`src/rtl/argon_pkg.sv`:
```
// Shared definitions for the argon operand stage.
//   - default widths for opcode, data and register index
//   - ALU opcode encodings (passed through untouched by the operand stage)
//   - state encoding of the operand stage output buffer
package argon_pkg;

  localparam int DEF_OPWIDTH      = 3;
  localparam int DEF_DATAWIDTH    = 16;
  localparam int DEF_REGADDRWIDTH = 3;

  localparam logic [DEF_OPWIDTH-1:0] OP_ADD = 3'd0;
  localparam logic [DEF_OPWIDTH-1:0] OP_SUB = 3'd1;
  localparam logic [DEF_OPWIDTH-1:0] OP_AND = 3'd2;
  localparam logic [DEF_OPWIDTH-1:0] OP_OR  = 3'd3;
  localparam logic [DEF_OPWIDTH-1:0] OP_XOR = 3'd4;
  localparam logic [DEF_OPWIDTH-1:0] OP_SLL = 3'd5;
  localparam logic [DEF_OPWIDTH-1:0] OP_SRL = 3'd6;
  localparam logic [DEF_OPWIDTH-1:0] OP_SLT = 3'd7;

  // EMPTY: nothing held; FULL: OUT holds an entry; SKID: OUT and SKID both hold.
  typedef enum logic [1:0] {
    ST_EMPTY = 2'd0,
    ST_FULL  = 2'd1,
    ST_SKID  = 2'd2
  } stage_state_e;

endpackage

```
`src/rtl/argon_regfile.sv`:
```
// Architectural register file for the argon operand stage.
//   clk_i, rst_ni            : clock, async active-low reset (clears all registers)
//   rd_addr_a_i/rd_data_a_o  : combinational read port A
//   rd_addr_b_i/rd_data_b_o  : combinational read port B
//   wb_valid_i/wb_addr_i/wb_data_i : synchronous write port
// Register 0 always reads as zero and ignores writes. A read that hits the
// register being written this cycle returns the incoming write data.
module argon_regfile
  import argon_pkg::*;
#(
  parameter int DATAWIDTH    = DEF_DATAWIDTH,
  parameter int REGADDRWIDTH = DEF_REGADDRWIDTH
) (
  input  logic                    clk_i,
  input  logic                    rst_ni,
  input  logic [REGADDRWIDTH-1:0] rd_addr_a_i,
  output logic [DATAWIDTH-1:0]    rd_data_a_o,
  input  logic [REGADDRWIDTH-1:0] rd_addr_b_i,
  output logic [DATAWIDTH-1:0]    rd_data_b_o,
  input  logic                    wb_valid_i,
  input  logic [REGADDRWIDTH-1:0] wb_addr_i,
  input  logic [DATAWIDTH-1:0]    wb_data_i
);

  localparam int NREG = 2 ** REGADDRWIDTH;

  logic [DATAWIDTH-1:0] regs_q [NREG];
  logic                 wb_live;

  // Writes to register 0 are dropped, so it can never be a bypass source.
  assign wb_live = wb_valid_i && (wb_addr_i != '0);

  // NOTE: this array is a handful of flops, not a RAM macro, so it can take the
  // async clear; a RAM-backed register file could not be reset this way.
  always_ff @(posedge clk_i or negedge rst_ni) begin
    if (!rst_ni) begin
      for (int i = 0; i < NREG; i++) regs_q[i] <= '0;
    end else if (wb_live) begin
      regs_q[wb_addr_i] <= wb_data_i;
    end
  end

  assign rd_data_a_o = (rd_addr_a_i == '0)                   ? '0        :
                       (wb_live && wb_addr_i == rd_addr_a_i) ? wb_data_i :
                                                               regs_q[rd_addr_a_i];
  assign rd_data_b_o = (rd_addr_b_i == '0)                   ? '0        :
                       (wb_live && wb_addr_i == rd_addr_b_i) ? wb_data_i :
                                                               regs_q[rd_addr_b_i];

endmodule

```
`src/rtl/argon_operand_stage.sv`:
```
// Issue / operand-fetch stage feeding the ALU.
//   i_clk, i_rst_n                 : clock, async active-low reset
//   i_valid/o_ready + i_op, i_rd, i_rs1, i_rs2, i_useImm, i_imm : upstream instruction
//   o_valid/i_ready + o_op, o_wordA, o_wordB, o_rd              : registered ALU side
//   i_wbValid, i_wbRd, i_wbData    : writeback into the register file
// Outputs come from a registered OUT slot backed by a one-entry SKID slot, so
// o_ready depends only on local state. Held entries snoop writeback so their
// operands never go stale while the ALU is stalled.
module argon_operand_stage
  import argon_pkg::*;
#(
  parameter int OPWIDTH      = DEF_OPWIDTH,
  parameter int DATAWIDTH    = DEF_DATAWIDTH,
  parameter int REGADDRWIDTH = DEF_REGADDRWIDTH
) (
  input  logic                    i_clk,
  input  logic                    i_rst_n,
  input  logic                    i_valid,
  output logic                    o_ready,
  input  logic [OPWIDTH-1:0]      i_op,
  input  logic [REGADDRWIDTH-1:0] i_rd,
  input  logic [REGADDRWIDTH-1:0] i_rs1,
  input  logic [REGADDRWIDTH-1:0] i_rs2,
  input  logic                    i_useImm,
  input  logic [DATAWIDTH-1:0]    i_imm,
  output logic                    o_valid,
  input  logic                    i_ready,
  output logic [OPWIDTH-1:0]      o_op,
  output logic [DATAWIDTH-1:0]    o_wordA,
  output logic [DATAWIDTH-1:0]    o_wordB,
  output logic [REGADDRWIDTH-1:0] o_rd,
  input  logic                    i_wbValid,
  input  logic [REGADDRWIDTH-1:0] i_wbRd,
  input  logic [DATAWIDTH-1:0]    i_wbData
);

  typedef struct packed {
    logic [OPWIDTH-1:0]      op;
    logic [REGADDRWIDTH-1:0] rd;
    logic [REGADDRWIDTH-1:0] rs1;
    logic [REGADDRWIDTH-1:0] rs2;
    logic                    use_imm;
    logic [DATAWIDTH-1:0]    word_a;
    logic [DATAWIDTH-1:0]    word_b;
  } entry_t;

  stage_state_e         state_q, state_d;
  entry_t               out_q, out_d, skid_q, skid_d, new_entry;
  logic                 accept, fire;
  logic [DATAWIDTH-1:0] rdata_a, rdata_b;

  argon_regfile #(
    .DATAWIDTH   (DATAWIDTH),
    .REGADDRWIDTH(REGADDRWIDTH)
  ) u_regfile (
    .clk_i      (i_clk),
    .rst_ni     (i_rst_n),
    .rd_addr_a_i(i_rs1),
    .rd_data_a_o(rdata_a),
    .rd_addr_b_i(i_rs2),
    .rd_data_b_o(rdata_b),
    .wb_valid_i (i_wbValid),
    .wb_addr_i  (i_wbRd),
    .wb_data_i  (i_wbData)
  );

  // Refresh a held entry's operands from this cycle's writeback. Immediate
  // operands are not register-sourced and are left alone.
  function automatic entry_t snoop(input entry_t                    e,
                                   input logic                      wb_valid,
                                   input logic [REGADDRWIDTH-1:0]   wb_rd,
                                   input logic [DATAWIDTH-1:0]      wb_data);
    entry_t r;
    r = e;
    if (wb_valid && wb_rd != '0) begin
      if (e.rs1 == wb_rd)                r.word_a = wb_data;
      if (!e.use_imm && e.rs2 == wb_rd)  r.word_b = wb_data;
    end
    return r;
  endfunction

  assign o_ready = (state_q != ST_SKID);
  assign o_valid = (state_q != ST_EMPTY);
  assign accept  = i_valid && o_ready;
  assign fire    = o_valid && i_ready;

  // Register reads already include the writeback bypass, so a fresh entry
  // needs no snoop of its own.
  always_comb begin
    new_entry.op      = i_op;
    new_entry.rd      = i_rd;
    new_entry.rs1     = i_rs1;
    new_entry.rs2     = i_rs2;
    new_entry.use_imm = i_useImm;
    new_entry.word_a  = rdata_a;
    new_entry.word_b  = i_useImm ? i_imm : rdata_b;
  end

  always_comb begin
    // NOTE: every output of this block gets a default before the case, so no
    // path can leave one unassigned and infer a latch.
    state_d = state_q;
    out_d   = snoop(out_q,  i_wbValid, i_wbRd, i_wbData);
    skid_d  = snoop(skid_q, i_wbValid, i_wbRd, i_wbData);
    unique case (state_q)
      ST_EMPTY: begin
        if (accept) begin
          out_d   = new_entry;
          state_d = ST_FULL;
        end
      end
      ST_FULL: begin
        if (accept && fire) begin
          out_d = new_entry;
        end else if (fire) begin
          state_d = ST_EMPTY;
        end else if (accept) begin
          skid_d  = new_entry;
          state_d = ST_SKID;
        end
      end
      ST_SKID: begin
        // skid_d already carries this cycle's snoop, so the moving entry
        // arrives in OUT with up-to-date operands.
        if (fire) begin
          out_d   = skid_d;
          state_d = ST_FULL;
        end
      end
      default: state_d = ST_EMPTY;
    endcase
  end

  // NOTE: clocked state uses non-blocking assignments; the combinational
  // blocks above use blocking ones.
  always_ff @(posedge i_clk or negedge i_rst_n) begin
    if (!i_rst_n) begin
      state_q <= ST_EMPTY;
      out_q   <= '0;
      skid_q  <= '0;
    end else begin
      state_q <= state_d;
      out_q   <= out_d;
      skid_q  <= skid_d;
    end
  end

  assign o_op    = out_q.op;
  assign o_wordA = out_q.word_a;
  assign o_wordB = out_q.word_b;
  assign o_rd    = out_q.rd;

endmodule

```
`config.mk`:
```
export PLATFORM = sky130hd
export DESIGN_NAME = argon_operand_stage
export DESIGN_NICKNAME = d
export VERILOG_FILES = /design/src/rtl/argon_pkg.sv /design/src/rtl/argon_regfile.sv /design/src/rtl/argon_operand_stage.sv
export SDC_FILE = /design/constraint.sdc
export NUM_CORES = 1
export LEC_CHECK = 0
export CAP_MARGIN = 0
export CORE_ASPECT_RATIO = 1.4
export CORE_UTILIZATION = 40
export CTS_CLUSTER_DIAMETER = 120
export DETAILED_ROUTE_END_ITERATION = 8
export GPL_ROUTABILITY_DRIVEN = 0
export GPL_TIMING_DRIVEN = 1
export PLACE_DENSITY = 0.61
export SKIP_LAST_GASP = 1
export SYNTH_ARGS = -nofsm -noshare
export SYNTH_HDL_FRONTEND = slang
export SYNTH_SLANG_ARGS = --single-unit
```
`constraint.sdc`:
```
create_clock -name i_clk -period 2.5 [get_ports i_clk]
set_clock_uncertainty 0.2 [all_clocks]
set_input_delay 0.5 -clock i_clk [delete_from_list [all_inputs] [get_ports i_clk]]
set_output_delay 0.5 -clock i_clk [all_outputs]
set_load 0.1 [all_outputs]
```
==> run_1/met1.png <==
Scale bar: 50 um. Supply wires on this layer in gray.
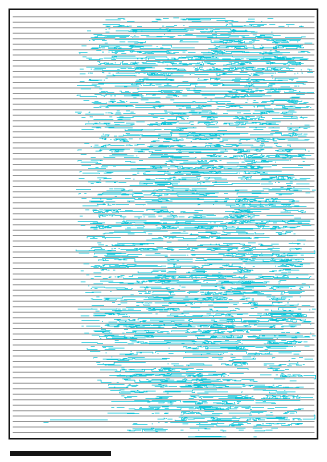
The wires run mostly horizontal. 1147 nets have wire on it.
vias after detailed routing: 9132
GRT met1 Usage: 27.9%
routed wire length: 34200 um

==> run_1/met2.png <==
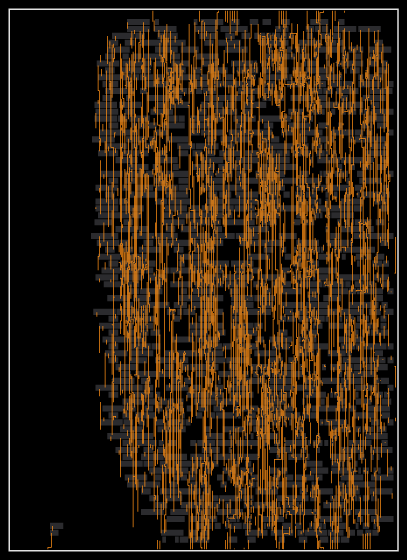
The layer holds 51% of the routed length. 1059 nets have wire on it. The wires run mostly vertical. The longest straight run is 95.3 um.
global routing met2 resource utilization: 37.8%

==> run_1/met3.png <==
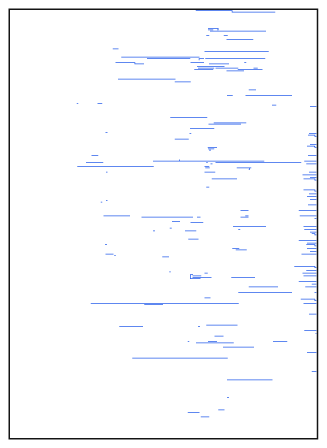
The longest straight run is 73.4 um. The layer holds 3.7% of the routed length. 102 nets have wire on it. The wires run mostly horizontal.
grt met3 use: 1.99%

==> flow_metrics.env, run 1 <==
# source this file to load flow results
export IMPL_run_status="complete, but fails checks"
export IMPL_failed_checks="DRC"
export IMPL_drt_met1_wl_um=14700
export IMPL_grt_setup_unrepaired="false"
export IMPL_mappedNetlistNets=1170
export IMPL_place_worst_setup_slack_ns=-0.698
export IMPL_fin_cells=1603
export IMPL_worst_endpoint_required_ns=2.76
export IMPL_area_share_nonclk_buffers_pct=13.9
export IMPL_holdCritPathClass="reg -> reg"
export IMPL_clock_tree_root_cell="clkbuf_16"
export IMPL_fin_crit_sh_pct=96.6
export IMPL_net_switching_power_mw=5.44
export IMPL_mappedNetlistArea_um2=12700
export IMPL_clk_path_buf_depth=3
export IMPL_power_top_consumer="combinational cells"
export IMPL_core_um2=31000
export IMPL_seq_area_um2=5510
export IMPL_ff2ff_setup_slack_ns=0.40
export IMPL_postCtsResizedCells=3
export IMPL_cp_slowest_stage_delay_ns=0.52
export IMPL_comb_cell_share_pct=41.8
export IMPL_cpLargestDelayFamily="AND-OR/OR-AND gates"
export IMPL_most_common_layout_cells="dfrtp_1, nand2_1, mux2_2"
export IMPL_grt_pass1_wl_um=54600
export IMPL_synth_adder_area_share_pct=0
export IMPL_layout_area_comb_um2=6430
export IMPL_clk_pin_slew_ns=0.07
export IMPL_worst_skew_pair_late_latency_ns=0.54
export IMPL_fin_total_pwr_mw=14.2
export IMPL_setup_worst_path_start="i_wbRd[0]"
export IMPL_placedCellCount=1560
export IMPL_drc=8
export IMPL_clock_buffers=34
export IMPL_ys_sh_mux_pct=28.8
export IMPL_dieHeight_um=213
export IMPL_cp_max_fo=10
export IMPL_layout_cells_most_common="dfrtp_1"
export IMPL_setup_crit_end_kind="flip-flop"
export IMPL_postLayoutCoreUtil_pct=49.6
export IMPL_maxCapViolCount=0
export IMPL_detailed_place_hpwl_um=23900
export IMPL_post_cts_setup_buffer_count=0
## Run 2: what changed since run 1
REMOVE_ABC_BUFFERS = 1   (was unset)
==> run_2/final_congestion.png <==
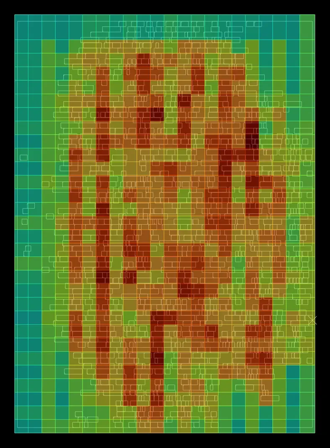
combined global-route utilization of all metal layers: 23.2%
Top Usage Layer GRT: met2
GRT met1 Usage: 27.8%
grt met3 use: 2.39%
global routing met2 resource utilization: 41.3%

==> run_2/met4.png <==
Supply wires on this layer in gray.
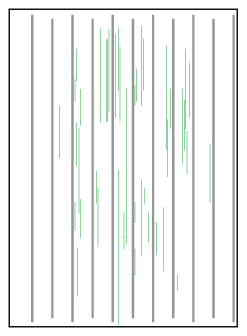
The layer holds 4.4% of the routed length. The layer carries 1630 um of wire. The wires run mostly vertical.
routed wire length: 36800 um
vias after detailed routing: 9294

==> run 2 against run 1 <==
The flow still finishes with violations (DRC). Via count rose by 1.8%. Sequential share of layout area barely moved. Final cell count increased by 0.12%.
==> flow_metrics.env, run 2 <==
# source this file to load flow results
export IMPL_postCtsResizedCells=0
export IMPL_layout_area_comb_um2=6420
export IMPL_fin_crit_sh_pct=95.2
export IMPL_detailed_place_hpwl_um=25000
export IMPL_grt_setup_unrepaired="false"
export IMPL_most_common_layout_cells="dfrtp_1, nand2_1, mux2_2"
export IMPL_placedCellCount=1564
export IMPL_dieHeight_um=213
export IMPL_cp_slowest_stage_delay_ns=0.47
export IMPL_area_share_nonclk_buffers_pct=13.6
export IMPL_worst_skew_pair_late_latency_ns=0.53
export IMPL_ys_sh_mux_pct=28.8
export IMPL_run_status="complete, but fails checks"
export IMPL_failed_checks="DRC"
export IMPL_ff2ff_setup_slack_ns=0.38
export IMPL_drc=1
export IMPL_post_cts_setup_buffer_count=0
export IMPL_maxCapViolCount=0
export IMPL_clock_tree_root_cell="clkbuf_16"
export IMPL_layout_cells_most_common="dfrtp_1"
export IMPL_holdCritPathClass="in -> reg"
export IMPL_fin_total_pwr_mw=14.5
export IMPL_clock_buffers=29
export IMPL_clk_path_buf_depth=3
## Run 3: what changed since run 2
--- a/config.mk
+++ b/config.mk
@@ -15,4 +15,5 @@
 export PLACE_DENSITY = 0.61
 export REMOVE_ABC_BUFFERS = 1
+export SETUP_SLACK_MARGIN = 0.15
 export SKIP_LAST_GASP = 1
 export SYNTH_ARGS = -nofsm -noshare
--- a/constraint.sdc
+++ b/constraint.sdc
@@ -3,3 +3,3 @@
 set_input_delay 0.5 -clock i_clk [delete_from_list [all_inputs] [get_ports i_clk]]
 set_output_delay 0.5 -clock i_clk [all_outputs]
-set_load 0.1 [all_outputs]
+set_load 0.01 [all_outputs]
==> run_3/met2.png <==
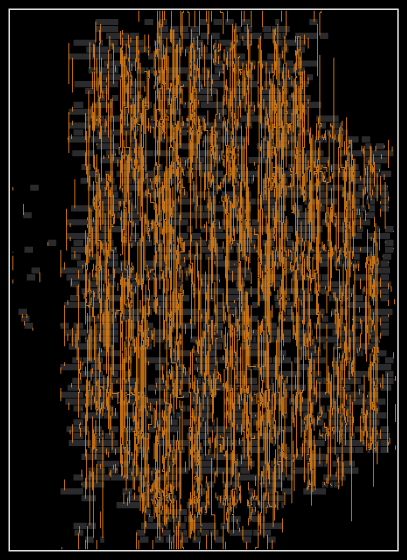
The layer holds 52% of the routed length. The wires run mostly vertical. The longest straight run is 113 um.
routed wire length: 36900 um
global routing met2 resource utilization: 42.5%
vias after detailed routing: 9387

==> run_3/met4.png <==
Supply wires on this layer in gray.
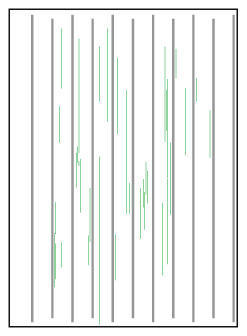
The layer holds 3.6% of the routed length. The layer carries 1310 um of wire.

==> run 3 against run 2 <==
The run still ends with DRC left. Synthesized cell count unchanged. Worst setup slack better by 0.13 ns. Utilization grew 0.45 points. Routed wire length rose by 0.27%. Clock power fell by 3%. Critical endpoint is now o_valid. Via count up 1.0%. Sequential cell count unchanged. Critical path type is now reg -> out. Sequential share of layout area decreased by 0.32 points. Final area increased by 0.91%.
==> flow_metrics.env, run 3 <==
# source this file to load flow results
export IMPL_most_common_layout_cells="dfrtp_1, nand2_1, mux2_2"
export IMPL_finalSetupTns_ns=0
export IMPL_worst_reg_to_reg_path_cell_count=7
export IMPL_clk_path_buf_depth=3
export IMPL_dieHeight_um=213
export IMPL_port_buffers=92
export IMPL_static_leakage_power_nw=6.75
export IMPL_ys_sh_mux_pct=28.8
export IMPL_post_cts_setup_buffer_count=1
export IMPL_combined_global_route_utilization_of_all_metal_layers_pct=23.0
export IMPL_cp_slowest_stage_delay_ns=0.45
export IMPL_fin_total_pwr_mw=12.9
export IMPL_postCtsResizedCells=5
export IMPL_maxCapViolCount=0
export IMPL_core_um2=31000
export IMPL_worst_skew_pair_late_latency_ns=0.54
export IMPL_failed_checks="DRC"
export IMPL_clock_buffers=29
export IMPL_detailed_place_hpwl_um=24700
export IMPL_grt_setup_unrepaired="false"
export IMPL_clock_tree_root_cell="clkbuf_16"
export IMPL_simple_gate_share_pct=10.0
export IMPL_tightestPinTransition_ns=0.636
export IMPL_logic_gates=739
export IMPL_globalRoute_busiestLayer="met2"
export IMPL_layout_area_comb_um2=6420
export IMPL_flop_count=220
export IMPL_place_worst_setup_slack_ns=-0.555
export IMPL_fin_crit_sh_pct=90.1
export IMPL_edff_count_synth=0
export IMPL_drc=4
export IMPL_met3_usage_pct=2.01
export IMPL_layout_cells_most_common="dfrtp_1"
export IMPL_run_status="complete, but fails checks"
No activity file was given, so power comes from the tool's default toggle rates.
